**src/rtl/rotor_slice_scheduler.sv**
```systemverilog
// rotor_slice_scheduler: angular slice sequencer for the rotating LED display.
// Locks to the rotor index mark, paces slices and flips frame buffers per turn.
module rotor_slice_scheduler #(
    parameter int SLICE_BITS = 5,
    parameter int PERIOD_W   = 24,
    parameter int MIN_PERIOD = 2048,
    parameter int MAX_PERIOD = (1 << 24) - 1
) (
    input  logic                  clock,
    input  logic                  reset_n,
    input  logic                  cycle_marker,
    input  logic                  swap_req,
    output logic [SLICE_BITS-1:0] slice,
    output logic                  slice_valid,
    output logic                  slice_start,
    output logic                  buf_sel,
    output logic                  swap_ack,
    output logic                  locked,
    output logic                  stall
);

    localparam int LEN_W = PERIOD_W - SLICE_BITS;

    localparam logic [PERIOD_W-1:0] CNT_MAX =
        PERIOD_W'(MAX_PERIOD);
    localparam logic [PERIOD_W:0] P_MIN =
        (PERIOD_W + 1)'(MIN_PERIOD);
    localparam logic [PERIOD_W:0] P_MAX =
        (PERIOD_W + 1)'(MAX_PERIOD);

    typedef enum logic [1:0] {
        ST_IDLE    = 2'd0,
        ST_ACQUIRE = 2'd1,
        ST_RUN     = 2'd2
    } state_t;

    state_t state_q;

    // sync_q[1:0] is the two-flop synchronizer, sync_q[2] the edge history
    logic [2:0] sync_q;
    logic       mark_q;

    logic [PERIOD_W-1:0]   cnt_q;
    logic [PERIOD_W-1:0]   cnt_d;
    logic [LEN_W-1:0]      len_q;
    logic [LEN_W-1:0]      sub_q;
    logic [LEN_W-1:0]      sub_d;
    logic [SLICE_BITS-1:0] slice_q;
    logic [SLICE_BITS-1:0] slice_d;

    logic slice_valid_q;
    logic slice_start_q;
    logic buf_sel_q;
    logic swap_ack_q;
    logic locked_q;
    logic stall_q;

    logic [PERIOD_W:0] period;
    logic              timeout;
    logic              mark_ok;
    logic              sub_last;
    logic              slice_top;
    logic              swap_blank;

    // Synchronize the raw index sensor and turn its rising edge into a pulse
    always_ff @(posedge clock) begin
        if (!reset_n) begin
            sync_q <= '0;
            mark_q <= 1'b0;
        end else begin
            sync_q <= {sync_q[1:0], cycle_marker};
            mark_q <= sync_q[1] & ~sync_q[2];
        end
    end

    // Period measurement, mark qualification and slice pacing helpers
    always_comb begin
        period     = {1'b0, cnt_q} + 1'b1;
        timeout    = (cnt_q == CNT_MAX);
        cnt_d      = timeout ? cnt_q : cnt_q + 1'b1;
        mark_ok    = mark_q && !timeout
                     && (period >= P_MIN)
                     && (period < P_MAX);
        sub_last   = (sub_q == len_q - LEN_W'(1));
        sub_d      = sub_q + LEN_W'(1);
        slice_top  = (slice_q == {SLICE_BITS{1'b1}});
        slice_d    = slice_q + SLICE_BITS'(1);
        swap_blank = swap_req && !swap_ack_q;
    end

    // Lock state machine with registered slice, swap and status outputs
    always_ff @(posedge clock) begin
        if (!reset_n) begin
            state_q       <= ST_IDLE;
            cnt_q         <= '0;
            len_q         <= '0;
            sub_q         <= '0;
            slice_q       <= '0;
            slice_valid_q <= 1'b0;
            slice_start_q <= 1'b0;
            buf_sel_q     <= 1'b0;
            swap_ack_q    <= 1'b0;
            locked_q      <= 1'b0;
            stall_q       <= 1'b0;
        end else begin
            slice_start_q <= 1'b0;
            swap_ack_q    <= 1'b0;
            stall_q       <= 1'b0;
            unique case (state_q)
                ST_IDLE: begin
                    cnt_q <= '0;
                    if (swap_blank) begin
                        buf_sel_q  <= ~buf_sel_q;
                        swap_ack_q <= 1'b1;
                    end
                    if (mark_q) begin
                        state_q <= ST_ACQUIRE;
                    end
                end
                ST_ACQUIRE: begin
                    if (swap_blank) begin
                        buf_sel_q  <= ~buf_sel_q;
                        swap_ack_q <= 1'b1;
                    end
                    if (timeout) begin
                        state_q <= ST_IDLE;
                        stall_q <= 1'b1;
                        cnt_q   <= '0;
                    end else if (mark_ok) begin
                        state_q       <= ST_RUN;
                        len_q         <= period[PERIOD_W-1:SLICE_BITS];
                        sub_q         <= '0;
                        slice_q       <= '0;
                        cnt_q         <= '0;
                        slice_valid_q <= 1'b1;
                        locked_q      <= 1'b1;
                        slice_start_q <= 1'b1;
                    end else begin
                        cnt_q <= cnt_d;
                    end
                end
                ST_RUN: begin
                    if (timeout) begin
                        state_q       <= ST_IDLE;
                        stall_q       <= 1'b1;
                        cnt_q         <= '0;
                        sub_q         <= '0;
                        slice_q       <= '0;
                        slice_valid_q <= 1'b0;
                        locked_q      <= 1'b0;
                    end else if (mark_ok) begin
                        len_q         <= period[PERIOD_W-1:SLICE_BITS];
                        sub_q         <= '0;
                        slice_q       <= '0;
                        cnt_q         <= '0;
                        slice_start_q <= 1'b1;
                        if (swap_req) begin
                            buf_sel_q  <= ~buf_sel_q;
                            swap_ack_q <= 1'b1;
                        end
                    end else begin
                        cnt_q <= cnt_d;
                        if (sub_last) begin
                            sub_q <= '0;
                            if (!slice_top) begin
                                slice_q       <= slice_d;
                                slice_start_q <= 1'b1;
                            end
                        end else begin
                            sub_q <= sub_d;
                        end
                    end
                end
                default: begin
                    state_q <= ST_IDLE;
                end
            endcase
        end
    end

    assign slice       = slice_q;
    assign slice_valid = slice_valid_q;
    assign slice_start = slice_start_q;
    assign buf_sel     = buf_sel_q;
    assign swap_ack    = swap_ack_q;
    assign locked      = locked_q;
    assign stall       = stall_q;

endmodule
```
**config.mk**
```make
export PLATFORM = sky130hd
export DESIGN_NAME = rotor_slice_scheduler
export DESIGN_NICKNAME = d
export VERILOG_FILES = /design/src/rtl/rotor_slice_scheduler.sv
export SDC_FILE = /design/constraint.sdc
export NUM_CORES = 1
export LEC_CHECK = 0
export CAP_MARGIN = 20
export CORE_ASPECT_RATIO = 0.9
export CORE_UTILIZATION = 45
export CTS_CLUSTER_DIAMETER = 150
export CTS_CLUSTER_SIZE = 10
export DETAILED_ROUTE_END_ITERATION = 8
export GPL_ROUTABILITY_DRIVEN = 1
export PLACE_DENSITY_LB_ADDON = 0.25
export SLEW_MARGIN = 10
export SYNTH_ARGS = -nofsm -noshare
export SYNTH_HDL_FRONTEND = slang
export SYNTH_SLANG_ARGS = --single-unit
export TNS_END_PERCENT = 100
```
**constraint.sdc**
```tcl
create_clock -name clock -period 6.16 [get_ports clock]
set_input_delay 1.848 -clock clock [delete_from_list [all_inputs] [get_ports clock]]
set_output_delay 1.848 -clock clock [all_outputs]
set_load 0.01 [all_outputs]
```
==> qor.txt <==
Synth Area in Simple Gates = 29.6%
Remaining DRCs = 0
CTS Hold Bufs = 0
Ys async rst share = 0%
Cell mode on critical path = nand2_1
Power per Cell Area = 243 nW/um2
Worst Hold Endpoint = mark_q
Lkg Pwr = 1.91 nW
Synthesized area per cell = 7.82 um2
Min-Delay Startpoint = sync_q[2]
Min Tclk post-route = 4.16 ns
Critical Path End = cnt_q[16]
Nets = 637
Max reg flops = 24
Placed Cells = 738
Sequence of cells on the critical path = nand4_1, nor4_2, nand3_1, xnor2_1, nand2_1, nand4b_1, a21oi_2, nand2_1, o22ai_1
Final setup vio count = 0
Commonest cells in the netlist = dfxtp_1, nand2_1, a21oi_1
Die outline width = 112 um
Drt first pass iters = 5
Post-layout util = 52.3%
Worst IR Drop VDD = 0.163 mV
Total power draw = 1.32 mW
Placement Rows = 35
Final std cells w/o fill = 756
Normalized max-slew margin = 47.4%
Worst Path Max Fanout = 11
Synthesis area per yosys = 4930 um2
Yosys cell types = 65
Most frequent cell after synthesis = dfxtp_1
Placer Congestion = 0.903
Clock buffer depth = 2
Worst Hold Class = register to register
Most common logic cells in the final layout = dfxtp_1, nand2_1, a21oi_1
Fill cells = 994
Storage cell area = 1560 um2
H-Tree Depth = 3
Post-synth EDFFs = 0
Crit start category = register
R2r setup slk = 2.00 ns
Post-Syn Instances = 630
Reg clk slew, reported paths = 0.06 ns
Worst path buffer plus inverter count = 0
Complex Gates by Area = 19.1%
Setup repair bufs after CTS = 0
Final WS setup = 2.00 ns
Layout cells sized above 1 = 5.90%
Crit Path Class = register to register
Sequential-to-total area share from yosys stat = 31.7%
Seq cells post-synth = 78
CTS sink cnt = 78
Critical Path Sink Type = register
Final HPWL DP = 8950 um
Crit path from = cnt_q[7]
Worst Setup Slack post-DPL = 1.97 ns
Chip height = 101 um
GR Overflow Total = 0
RR Startpoint = cnt_q[7]
CTS tree = yes
First-pass GRT wire length = 21100 um
Area share of the largest cell type after synthesis = 31.7%
Largest Register = cnt_q
Die ar. = 11400 um2
# IOs = 15
Post-synth top flop = dfxtp_1
Post-Place Cell Area = 5100 um2
Total tool warning count = 32
Worst-margin pin slew = 0.783 ns
Core area = 10400 um2
Design Area, Final = 5450 um2
Top cell excl fill/tap = dfxtp_1
Final Hold Vio Count = 0
Vias per inst = 6.19
Worst EP arrival = 4.42 ns
Final Cycle Share = 67.6%
Mux area share = 3.66%
Cell Area, Synth = 4930 um2
Fmax = 240 MHz
FF-to-FF End = cnt_q[16]
Insertion delay at the late pin of the worst-skew pair = 0.34 ns
Port buffer count = 14
Resized Gates After CTS = 0
Status = complete, no violations
Max Slew Vio Count = 0
Crit-path leading delay family = simple AND/OR/NAND/NOR gates
XOR Share, Synth = 8.17%
Biggest area cells = dfxtp_1, xnor2_1, a21oi_1
Leading area contributor after synthesis = dfxtp_1
Vias in the first global route = 4253
Yosys cell count = 630
Post-DRT Antenna Nets = 0
==> report_power, final <==
part / switching (mW) / internal [mW]
Clock: 0.219 / 0.377
Sequential: 0.0206 / 0.521
Combinational: 0.117 / 0.0701
==> cell type report <==
class / instances / share of cell area, %
Clock inverter: 5 / 1.49
Multi-Input combinational cell: 493 / 57.3
Clock buffer: 11 / 4.64
Sequential cell: 78 / 28.7
Inverter: 18 / 1.24
Tap cell: 129 / 2.96
Timing Repair Buffer: 22 / 3.76
==> metal layers <==
layer | GRT usage (%) | share of wire [%]
met4 | 8.31 | 1.7
met3 | 4.01 | 5.8
met5 | 0 | 0
met2 | 36.5 | 45
met1 | 31.6 | 48
Fig. 1: routing congestion
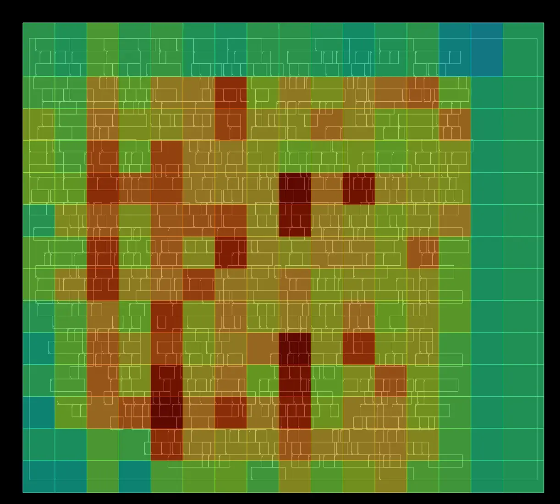
routed length per instance: 16.7 um
met3 Use GR: 4.01%
met1 Usage GRT: 31.6%
GRT busiest layer: met2

Fig. 2: wire density map
Scale bar: 20 um. The die is cut into 22 by 20 equal tiles; black is low, pale yellow is high, scaled to the fullest tile. Values are wire area over tile area, all layers added.
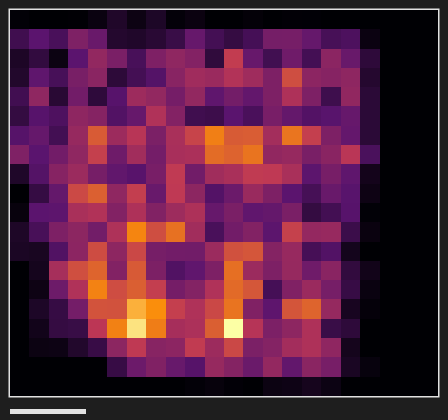
densest ninth of the die: center
mean over tiles: 0.18
tiles over half the peak: 13%
final WL: 12600 um
global-route usage over all layers: 23.0%
via total after detailed routing: 4680

Power figures rest on the tool's default switching activity, not on a simulated workload.
